I/O pins on the die edge:
Pins as bars across the die edge, other pins in grey.
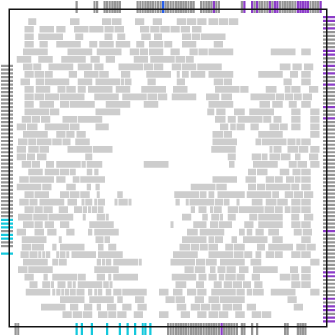
Sequential cells grouped by signal name:
Other sequential cells in the stronger grey, the rest of the logic in the fainter grey.
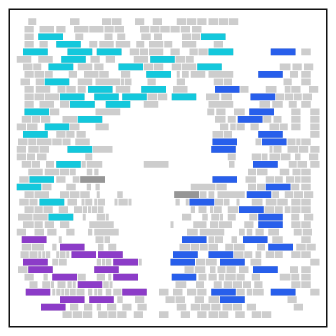
Clock wires, drivers and flops:
The bar under the picture is 20 µm long.
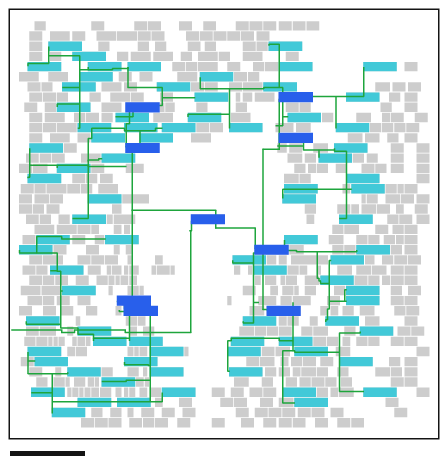
Clock routing:
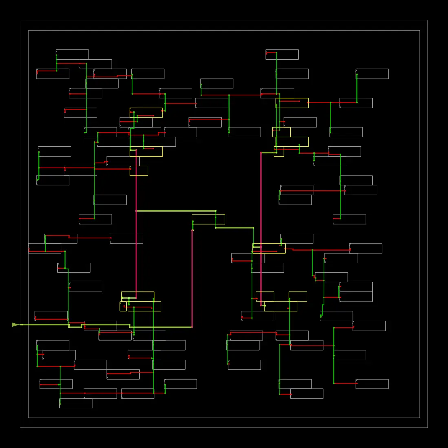
Metal layers overlaid:
The bar under the picture is 20 µm long.
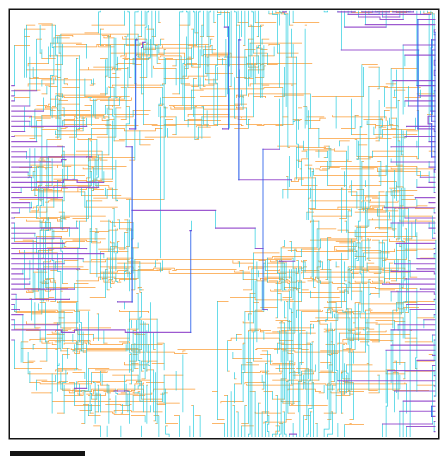
--- src/rtl/cpu_types_pkg.sv ---
// Shared CPU datapath types.
//   word_t      - 32-bit machine word
//   mem_state_t - memory-stage access FSM state (IDLE / DONE)
//   MISS_MAX    - saturation value of the miss-cycle counter
//   wordMatch   - compares a byte address against a stored word address
package cpu_types_pkg;

  typedef logic [31:0] word_t;

  typedef enum logic {
    MEM_IDLE = 1'b0,
    MEM_DONE = 1'b1
  } mem_state_t;

  localparam logic [15:0] MISS_MAX = 16'hFFFF;

  // Byte-offset bits are ignored so that any byte of a linked word matches.
  function automatic logic wordMatch(input word_t addr, input logic [29:0] wordAddr);
    return addr[31:2] == wordAddr;
  endfunction

endpackage

--- src/rtl/llsc_link.sv ---
// LL/SC link register with set, clear and snoop-compare logic.
// Ports:
//   clk_i, rst_i    - clock and asynchronous active-high reset
//   addr_i          - effective address of the instruction in MEM
//   setLink_i       - an LL completed this cycle; link addr_i
//   scResolve_i     - an SC resolved this cycle (success or failure)
//   storeHit_i      - a local store completed this cycle at addr_i
//   snoopInv_i      - coherence invalidation this cycle
//   snoopAddr_i     - address of the invalidation
//   linkValid_o     - link register valid
//   scOk_o          - an SC at addr_i would succeed this cycle
import cpu_types_pkg::*;

module llsc_link (
  input  logic  clk_i,
  input  logic  rst_i,
  input  word_t addr_i,
  input  logic  setLink_i,
  input  logic  scResolve_i,
  input  logic  storeHit_i,
  input  logic  snoopInv_i,
  input  word_t snoopAddr_i,
  output logic  linkValid_o,
  output logic  scOk_o
);

  logic        linkValid_q, linkValid_d;
  logic [29:0] linkAddr_q, linkAddr_d;
  logic        snoopHit;

  assign snoopHit    = snoopInv_i && wordMatch(snoopAddr_i, linkAddr_q);
  // A snoop landing in the same cycle as the SC already breaks atomicity.
  assign scOk_o      = linkValid_q && wordMatch(addr_i, linkAddr_q) && !snoopHit;
  assign linkValid_o = linkValid_q;

  // Clears are applied first so that an LL completing on the same edge as
  // a matching snoop still leaves the link set: the snoop predates the data.
  always_comb begin
    linkValid_d = linkValid_q;
    linkAddr_d  = linkAddr_q;
    if (snoopHit || scResolve_i || (storeHit_i && wordMatch(addr_i, linkAddr_q))) begin
      linkValid_d = 1'b0;
    end
    if (setLink_i) begin
      linkValid_d = 1'b1;
      linkAddr_d  = addr_i[31:2];
    end
  end

  always_ff @(posedge clk_i or posedge rst_i) begin
    if (rst_i) begin
      linkValid_q <= 1'b0;
      linkAddr_q  <= '0;
    end else begin
      linkValid_q <= linkValid_d;
      linkAddr_q  <= linkAddr_d;
    end
  end

endmodule

--- src/rtl/mem_access_unit.sv ---
// Memory-stage access controller between the EX/MEM and MEM/WB latches.
// Turns load/store/LL/SC controls into a held data-cache request, stalls
// the pipeline until dhit, produces the write-back word and owns the link.
// Ports:
//   CLK, RST                       - clock, asynchronous active-high reset
//   MemRead_in, MemWrite_in        - load / store in MEM
//   ll_in, sc_in                   - LL / SC qualifiers
//   addr_in, store_data_in         - effective address, store data
//   advance_in                     - EX/MEM loads a new instruction next edge
//   dhit, dmemload                 - cache completion and read data
//   snoop_inv, snoop_addr          - coherence invalidation
//   dREN, dWEN, daddr, dmemstore   - cache request
//   stall_for_data                 - pipeline freeze / MEM/WB hold
//   wdat_out                       - write-back value
//   link_valid                     - link register valid (debug)
//   miss_cycles                    - saturating stalled-cycle count
import cpu_types_pkg::*;

module mem_access_unit #(
  parameter logic LLSC_EN = 1'b1
) (
  input  logic        CLK,
  input  logic        RST,
  input  logic        MemRead_in,
  input  logic        MemWrite_in,
  input  logic        ll_in,
  input  logic        sc_in,
  input  word_t       addr_in,
  input  word_t       store_data_in,
  input  logic        advance_in,
  input  logic        dhit,
  input  word_t       dmemload,
  input  logic        snoop_inv,
  input  word_t       snoop_addr,
  output logic        dREN,
  output logic        dWEN,
  output word_t       daddr,
  output word_t       dmemstore,
  output logic        stall_for_data,
  output word_t       wdat_out,
  output logic        link_valid,
  output logic [15:0] miss_cycles
);

  mem_state_t  state_q, state_d;
  word_t       data_q, data_d;
  logic [15:0] missCycles_q;

  logic isWrite, isRead, isSc, isLl, scOk, scFail, complete, inIdle;

  // Write wins when both controls are set.
  assign isWrite = MemWrite_in;
  assign isRead  = MemRead_in && !MemWrite_in;
  assign isSc    = LLSC_EN && sc_in && isWrite;
  assign isLl    = LLSC_EN && ll_in && isRead;
  assign scFail  = isSc && !scOk;
  assign inIdle  = !RST && (state_q == MEM_IDLE);

  assign daddr       = addr_in;
  assign dmemstore   = store_data_in;
  assign miss_cycles = missCycles_q;

  // Mealy request/result logic. A failed SC completes immediately with
  // result 0 and never reaches the cache.
  always_comb begin
    dREN           = 1'b0;
    dWEN           = 1'b0;
    stall_for_data = 1'b0;
    wdat_out       = '0;
    complete       = 1'b0;
    if (!RST) begin
      if (state_q == MEM_DONE) begin
        wdat_out = data_q;
      end else if (scFail) begin
        complete = 1'b1;
      end else if (isRead || isWrite) begin
        dREN           = isRead;
        dWEN           = isWrite;
        stall_for_data = !dhit;
        complete       = dhit;
        if (dhit) begin
          wdat_out = isRead ? dmemload : {31'b0, sc_in};
        end
      end
    end
  end

  always_comb begin
    state_d = state_q;
    data_d  = data_q;
    if (state_q == MEM_IDLE) begin
      if (complete && !advance_in) begin
        state_d = MEM_DONE;
        data_d  = wdat_out;
      end
    end else if (advance_in) begin
      state_d = MEM_IDLE;
    end
  end

  always_ff @(posedge CLK or posedge RST) begin
    if (RST) begin
      state_q      <= MEM_IDLE;
      data_q       <= '0;
      missCycles_q <= '0;
    end else begin
      state_q <= state_d;
      data_q  <= data_d;
      if (stall_for_data && (missCycles_q != MISS_MAX)) begin
        missCycles_q <= missCycles_q + 16'd1;
      end
    end
  end

  generate
    if (LLSC_EN) begin : g_link
      llsc_link u_link (
        .clk_i       (CLK),
        .rst_i       (RST),
        .addr_i      (addr_in),
        .setLink_i   (inIdle && isLl && dhit),
        .scResolve_i (inIdle && isSc && complete),
        .storeHit_i  (dWEN && dhit),
        .snoopInv_i  (snoop_inv),
        .snoopAddr_i (snoop_addr),
        .linkValid_o (link_valid),
        .scOk_o      (scOk)
      );
    end else begin : g_nolink
      assign scOk       = 1'b1;
      assign link_valid = 1'b0;
    end
  endgenerate

endmodule

--- config.mk ---
export PLATFORM = sky130hd
export DESIGN_NAME = mem_access_unit
export DESIGN_NICKNAME = d
export VERILOG_FILES = /design/src/rtl/cpu_types_pkg.sv /design/src/rtl/llsc_link.sv /design/src/rtl/mem_access_unit.sv
export SDC_FILE = /design/constraint.sdc
export NUM_CORES = 1
export LEC_CHECK = 0
export CAP_MARGIN = 5
export CORE_MARGIN = 2
export CORE_UTILIZATION = 40
export DETAILED_ROUTE_END_ITERATION = 10
export PLACE_DENSITY = 0.78
export SYNTH_ARGS = -nofsm -noshare
export SYNTH_HDL_FRONTEND = slang
export SYNTH_SLANG_ARGS = --single-unit
--- constraint.sdc ---
create_clock -name CLK -period 5.45 [get_ports CLK]
set_input_delay 1.09 -clock CLK [delete_from_list [all_inputs] [get_ports CLK]]
set_output_delay 1.09 -clock CLK [all_outputs]
set_load 0.005 [all_outputs]
==> impl_metrics.csv <==
group,metric,value,unit
pwr,leakage,2.80,nW
logic_synthesis,netlist_area,4880,µm²
detailed_routing,viasPerCell,5.18,
worst_setup_path,r2r-start,"g_link.u_link.linkAddr_q[6]",
placement,place_congestion,0.780,
detailed_routing,via_count,3576,
min_path,holdPathEnd,"miss_cycles[12]",
logic_synthesis,topCellsByArea,"dfrtp_1 41%, xnor2_1 11%, buf_4 9.9%, mux2_4 9.2%, mux2_2 7.4%",
placement,dp.cells,676,
logic_synthesis,postSynthSeqShare,41.1,%
sta,worst_slew_pin_slew,1030,ps
pwr,power_frac_comb,25.5,%
die,dieArea,13100,µm²
layout,drive_gt1_share,16.5,%
clock_network,cts_tree,"done",
logic_synthesis,synthAoiAreaFrac,7.72,%
logic_synthesis,synth_cell_types,40,
run_status,outcome,"complete, no violations",
logic_synthesis,logic_family,"multiplexers",
worst_setup_path,crit_start,"addr_in[8]",
layout,nets,678,
detailed_routing,top_layer,"met4",
sta,finalClockPeriodUsage,89.1,%
placement,place_area,6350,µm²
die,die_w,114,µm
global_route,use_met3,6.35,%
sta,setup-violations-final,0,
clock_network,cts_resized,0,
layout,largest_register_ffs,32,
min_path,min_delay_path_depth,1,
layout,fillers,1054,
worst_setup_path,path_cells,"clkdlybuf4s50_1 > xnor2_1 > nand4_1 > or4_4 > a2111oi_4 > nand4_1 > nand2_1 > clkdlybuf4s50_1",
## Picture notes: 'I/O pins on the die edge'
[dmemstore] purple | pins: 32 | direction: output | edge: 18 right, 13 top, 1 bottom
[ll_in] blue | pins: 1 | direction: input | edge: top
[miss_cycles] cyan | pins: 16 | direction: output | edge: 10 bottom, 6 left
all pins by edge: 82 right, 71 top, 50 left, 50 bottom
Die Height: 114 µm
IO Port Bufs: 182

## Picture notes: 'sequential cells grouped by signal name'
[miss_cycles] purple | flops: 16 | where: bottom left
[data_q] cyan | flops: 32
[g_link.u_link.linkAddr_q] blue | flops: 30
Seq/total area: 30.1%
Reg area: 2000 µm²

## Picture notes: 'clock wires, drivers and flops'
[cells driving clock nets] blue | count: 9
[flip-flops] cyan | count: 80
[clock wires] green | length: 1040 µm
flops lie: all over the die
Clk. pwr: 0.582 mW
Clk pwr share: 31.9%
skew final: 6.95 ps
clk ins delay skew pair: 330 ps

## Picture notes: 'clock routing'
flop count: 80
CTS buffer count: 9

## Picture notes: 'metal layers overlaid'
[met3] purple | wire length: 1080 µm
[met2] cyan | wire length: 6160 µm
[met4] blue | wire length: 299 µm
[met1] orange | wire length: 4770 µm
gr usage total: 19.2%
DRT Wirelength: 12300 µm
DR WL/cell: 17.8 µm

Power and IR drop assume default switching activity.
